===== config.mk =====
export PLATFORM = sky130hd
export DESIGN_NAME = pipelined_adder
export DESIGN_NICKNAME = d
export VERILOG_FILES = /design/src/rtl/pipelined_adder.sv
export SDC_FILE = /design/constraint.sdc
export NUM_CORES = 1
export LEC_CHECK = 0
export CAP_MARGIN = 20
export CORE_MARGIN = 4
export CORE_UTILIZATION = 60
export DETAILED_ROUTE_END_ITERATION = 7
export DONT_BUFFER_PORTS = 1
export PLACE_DENSITY_LB_ADDON = 0.08
export REMOVE_ABC_BUFFERS = 1
export SYNTH_ARGS = -nofsm -noshare
export SYNTH_HDL_FRONTEND = slang
export SYNTH_SLANG_ARGS = --single-unit

===== constraint.sdc =====
create_clock -name clk -period 3.2 [get_ports clk]
set_input_delay 0.64 -clock clk [delete_from_list [all_inputs] [get_ports clk]]
set_output_delay 0.64 -clock clk [all_outputs]
set_load 0.05 [all_outputs]

===== src/rtl/pipelined_adder.sv =====
// Pipelined ripple-carry add/subtract unit. WIDTH bits are split into STAGES slices with one
// slice added per stage and the carry registered between stages. Valid/ready on both sides.
module pipelined_adder #(
    parameter int WIDTH  = 16,
    parameter int STAGES = 4
) (
    input  logic             clk,
    input  logic             rst_n,
    input  logic             in_valid,
    output logic             in_ready,
    input  logic [WIDTH-1:0] a,
    input  logic [WIDTH-1:0] b,
    input  logic             cin,
    input  logic             sub,
    output logic             out_valid,
    input  logic             out_ready,
    output logic [WIDTH-1:0] sum,
    output logic             cout,
    output logic             ovf,
    output logic             zero
);
    localparam int SL = WIDTH / STAGES;

    if ((WIDTH < 2) || ((WIDTH % STAGES) != 0)) begin : g_bad_params
        $error("pipelined_adder: WIDTH must be >= 2 and a multiple of STAGES");
    end

    function automatic logic [SL:0] add_slice(input logic [SL-1:0] x, input logic [SL-1:0] y,
                                              input logic ci);
        logic [SL-1:0] s;
        logic          c;
        s = {SL{1'b0}};
        c = ci;
        for (int i = 0; i < SL; i++) begin
            s[i] = x[i] ^ y[i] ^ c;
            c    = (x[i] & y[i]) | (y[i] & c) | (c & x[i]);
        end
        return {c, s};
    endfunction

    logic             r_vld [STAGES];
    logic [WIDTH-1:0] r_a   [STAGES];
    logic [WIDTH-1:0] r_b   [STAGES];
    logic [WIDTH-1:0] r_s   [STAGES];
    logic             r_c   [STAGES];
    logic             r_ovf;
    logic             r_zero;
    logic             w_adv;
    logic [WIDTH-1:0] w_b_eff;

    assign w_adv   = out_ready | ~r_vld[STAGES-1];
    assign w_b_eff = sub ? ~b : b;

    for (genvar k = 0; k < STAGES; k++) begin : g_st
        logic             w_vld_in;
        logic [WIDTH-1:0] w_a_in;
        logic [WIDTH-1:0] w_b_in;
        logic [WIDTH-1:0] w_s_in;
        logic             w_c_in;
        logic [SL:0]      w_res;
        logic [WIDTH-1:0] w_s_nxt;

        if (k == 0) begin : g_src
            assign w_vld_in = in_valid;
            assign w_a_in   = a;
            assign w_b_in   = w_b_eff;
            assign w_s_in   = {WIDTH{1'b0}};
            assign w_c_in   = sub ? 1'b1 : cin;
        end else begin : g_src
            assign w_vld_in = r_vld[k-1];
            assign w_a_in   = r_a[k-1];
            assign w_b_in   = r_b[k-1];
            assign w_s_in   = r_s[k-1];
            assign w_c_in   = r_c[k-1];
        end

        assign w_res = add_slice(w_a_in[k*SL +: SL], w_b_in[k*SL +: SL], w_c_in);

        // Splice this stage's finished slice into the partial sum riding down the pipe
        always_comb begin
            w_s_nxt             = w_s_in;
            w_s_nxt[k*SL +: SL] = w_res[SL-1:0];
        end

        // Stage register: the whole pipe shifts together on advance and holds otherwise
        always_ff @(posedge clk or negedge rst_n) begin
            if (!rst_n) begin
                r_vld[k] <= 1'b0;
                r_a[k]   <= {WIDTH{1'b0}};
                r_b[k]   <= {WIDTH{1'b0}};
                r_s[k]   <= {WIDTH{1'b0}};
                r_c[k]   <= 1'b0;
            end else if (w_adv) begin
                r_vld[k] <= w_vld_in;
                r_a[k]   <= w_a_in;
                r_b[k]   <= w_b_in;
                r_s[k]   <= w_s_nxt;
                r_c[k]   <= w_res[SL];
            end
        end

        if (k == STAGES - 1) begin : g_flags
            logic w_c_msb;
            // Carry into the MSB recovered from its sum bit: s = x ^ y ^ c
            assign w_c_msb = w_a_in[WIDTH-1] ^ w_b_in[WIDTH-1] ^ w_res[SL-1];

            // Result flags registered together with the final slice
            always_ff @(posedge clk or negedge rst_n) begin
                if (!rst_n) begin
                    r_ovf  <= 1'b0;
                    r_zero <= 1'b0;
                end else if (w_adv) begin
                    r_ovf  <= w_c_msb ^ w_res[SL];
                    r_zero <= (w_s_nxt == {WIDTH{1'b0}});
                end
            end
        end
    end

    assign in_ready  = w_adv;
    assign out_valid = r_vld[STAGES-1];
    assign sum       = r_s[STAGES-1];
    assign cout      = r_c[STAGES-1];
    assign ovf       = r_ovf;
    assign zero      = r_zero;

endmodule


==> design notes <==
The tools report the data arrival time of the worst path as 3.00 ns. TritonCTS built the clock tree. Once the floorplan was initialized, standard cells occupied 62.6% of the core. The run finished with clean final reports.

The biggest cell delay along the critical path was 0.54 ns; the post-synthesis simple-gate area fraction was 4.18%. The number of standard cells after synthesis is 316. For this run the top cell type by instance count after synthesis was sky130_fd_sc_hd__dfrtp_1. Adding up every negative setup slack in the final design gives 0 ns.

Per the synthesis report, the adder-cell share of the synthesized area is 7.21%. The run gives 3 for the buffer and inverter count on the worst path. The critical register-to-register path endpoint is zero$_DFFE_PN0P_.

The category of the worst setup path capture point is a flop. The most common logic cells in the final layout are sky130_fd_sc_hd__dfrtp_1 (98), sky130_fd_sc_hd__mux2_4 (61), sky130_fd_sc_hd__inv_1 (26). Per the Yosys statistics, synthesis produced 316 cells. Once layout is complete, the cells apart from fillers number 419. The cell area that synthesis handed to floorplanning was 4610 µm².

After synthesis, the most frequently instantiated cells are sky130_fd_sc_hd__dfrtp_1 (98), sky130_fd_sc_hd__mux2_4 (61), sky130_fd_sc_hd__inv_1 (26), sky130_fd_sc_hd__nor2_1 (23), sky130_fd_sc_hd__a21oi_1 (22). After its last routability iteration, the placer logged a weighted congestion of 0.719. The area fraction in mux cells was 20.1%; the first-pass GRT wire length was 11,500 µm.

Per the synthesis report, the AND-OR/OR-AND share of the synthesized area is 4.28%. Per the log, the first TritonRoute iteration ended with a DRC count of 78. In the setup report, the worst path falls into the class reg -> reg. The initial antenna violation count is 0.

The stat command in Yosys gives a chip area of 4610 µm². The run gives 0 as the post-CTS repair timing setup buffer count. For this design the top-level I/O count stands at 59. The run gives 370 for the final net count.

No sink is reached through more buffers than the 2 on the longest clock path. In this run, synthesis inferred 0 flip-flops with an integrated enable. Count of different cell masters after synthesis: 25. The biggest fanout along the worst timing path works out to 3. In the global route stage, met3 resource usage came out at 7.35%. Fill cells in the final layout number 551. The tools report the start point of the critical path as g_st[3].w_a_in[12]$_DFFE_PN0P_. The run gives 0.200 ns for the tightest hold margin.

The run gives 428 µm for the detailed route wirelength on metal3. In the final layout, the share of cells above drive strength 1 is 27.5%. The count of H-tree levels built during CTS is 3, and the number of buffers inserted by port buffering is 0.

The synthesis report gives the async set-or-reset register share as 100%. The via count of the first global-routing pass was 2,268. Of the post-synthesis cell area, the dominant cell type holds 53.1%. For the headroom to the max-slew limit, the log shows 60.2%. The run gives 0.482 ns as the worst setup slack after layout.

The number of antenna cells inserted came out at 0. In this run the remaining antenna-violating nets after routing total 0. The worst reg2reg path startpoint is g_st[3].w_a_in[12]$_DFFE_PN0P_. OpenSTA lists the critical path endpoint as zero$_DFFE_PN0P_.
==> stage by stage <==
stage	power, mW	util, %
6_report	5.28	64.7
4_1_cts	5.35	64.7
2_1_floorplan	4.08	-
5_1_grt	5.68	64.7
3_3_place_gp	4.36	61.4
3_5_place_dp	4.44	61.4
==> layout make-up <==
type / count / area [µm²] / share of cell area (%)
clock buffer: 11 / 141 / 2.96
clock inverter: 5 / 77.6 / 1.63
inverter: 26 / 97.6 / 2.05
multi-input combinational: 175 / 1810 / 37.9
sequential: 98 / 2450 / 51.4
tap: 99 / 124 / 2.60
timing repair buffer: 5 / 70.1 / 1.47
==> power breakdown <==
group / switching, mW / total, mW / internal [mW]
sequential: 0.805 / 2.59 / 1.79
clock: 0.405 / 0.865 / 0.459
combinational: 0.725 / 1.82 / 1.10
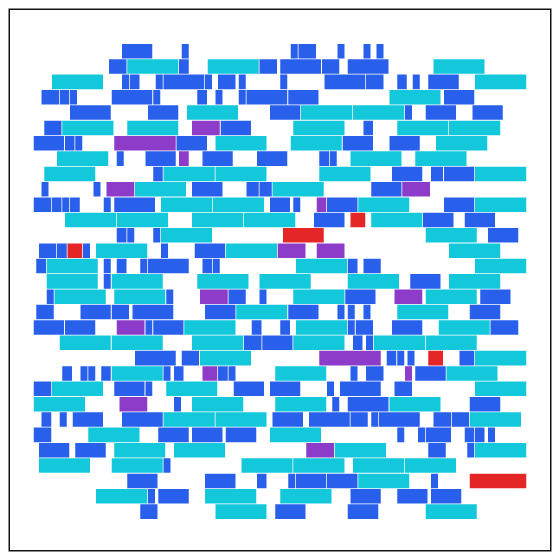
(placed cells, one color a class)
- red: remaining buffers and delay cells (cells 5; share of their area 1.5%)
- blue: combinational and other logic (cells 201; share of their area 41%)
- cyan: sequential cells (cells 98; share of their area 53%)
- purple: clock drivers and dummy loads (cells 16; share of their area 4.7%)
flop share of the area: 51.4%
core area: 7370 µm²
Finished Core Util: 64.7%
fin area: 4770 µm²

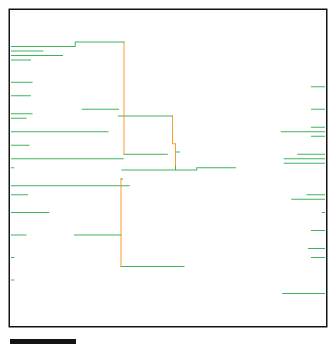
(signal wires by layer)
Bar = 20 µm. Two of the layers only.
- orange: metal 4 (wire length 76.4 µm)
- green: metal 3 (wire length 429 µm)
post-detailed-routing wire length: 6740 µm
wire per inst: 16.1 µm
via count: 2,162
GR Util All Layers: 16.7%

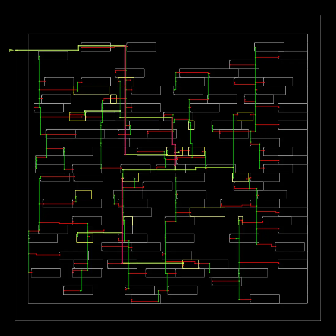
(clock nets)
sink count of the clock tree: 98
power attributed to the clock group: 865 µW
num sequential: 98
clk_lat worst skew: 0.36 ns

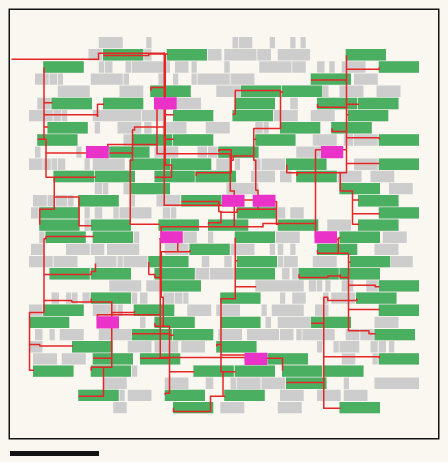
(clock distribution)
Bar = 20 µm.
- green: flip-flops (count 98)
- red: clock wires (length 1,090 µm)
- magenta: clock drivers (count 9)
- flops lie: widely spread
proportion of power drawn by the clock network: 16.4%
setup clock skew after layout: 0.0106 ns

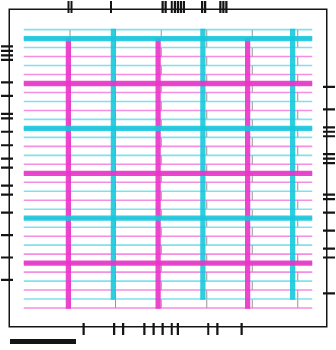
(power grid)
Bar = 20 µm. Pins as bars on the die edge. Tap cells in gray.
- cyan: VDD
- magenta: VSS
- met1 rails: 32
- met5 straps: 6
- signal pins: 59
vertical die dimension: 95.7 µm
horizontal die dimension: 95.7 µm
worst vdd ir: 0.000475 V

Power and IR drop assume default switching activity.
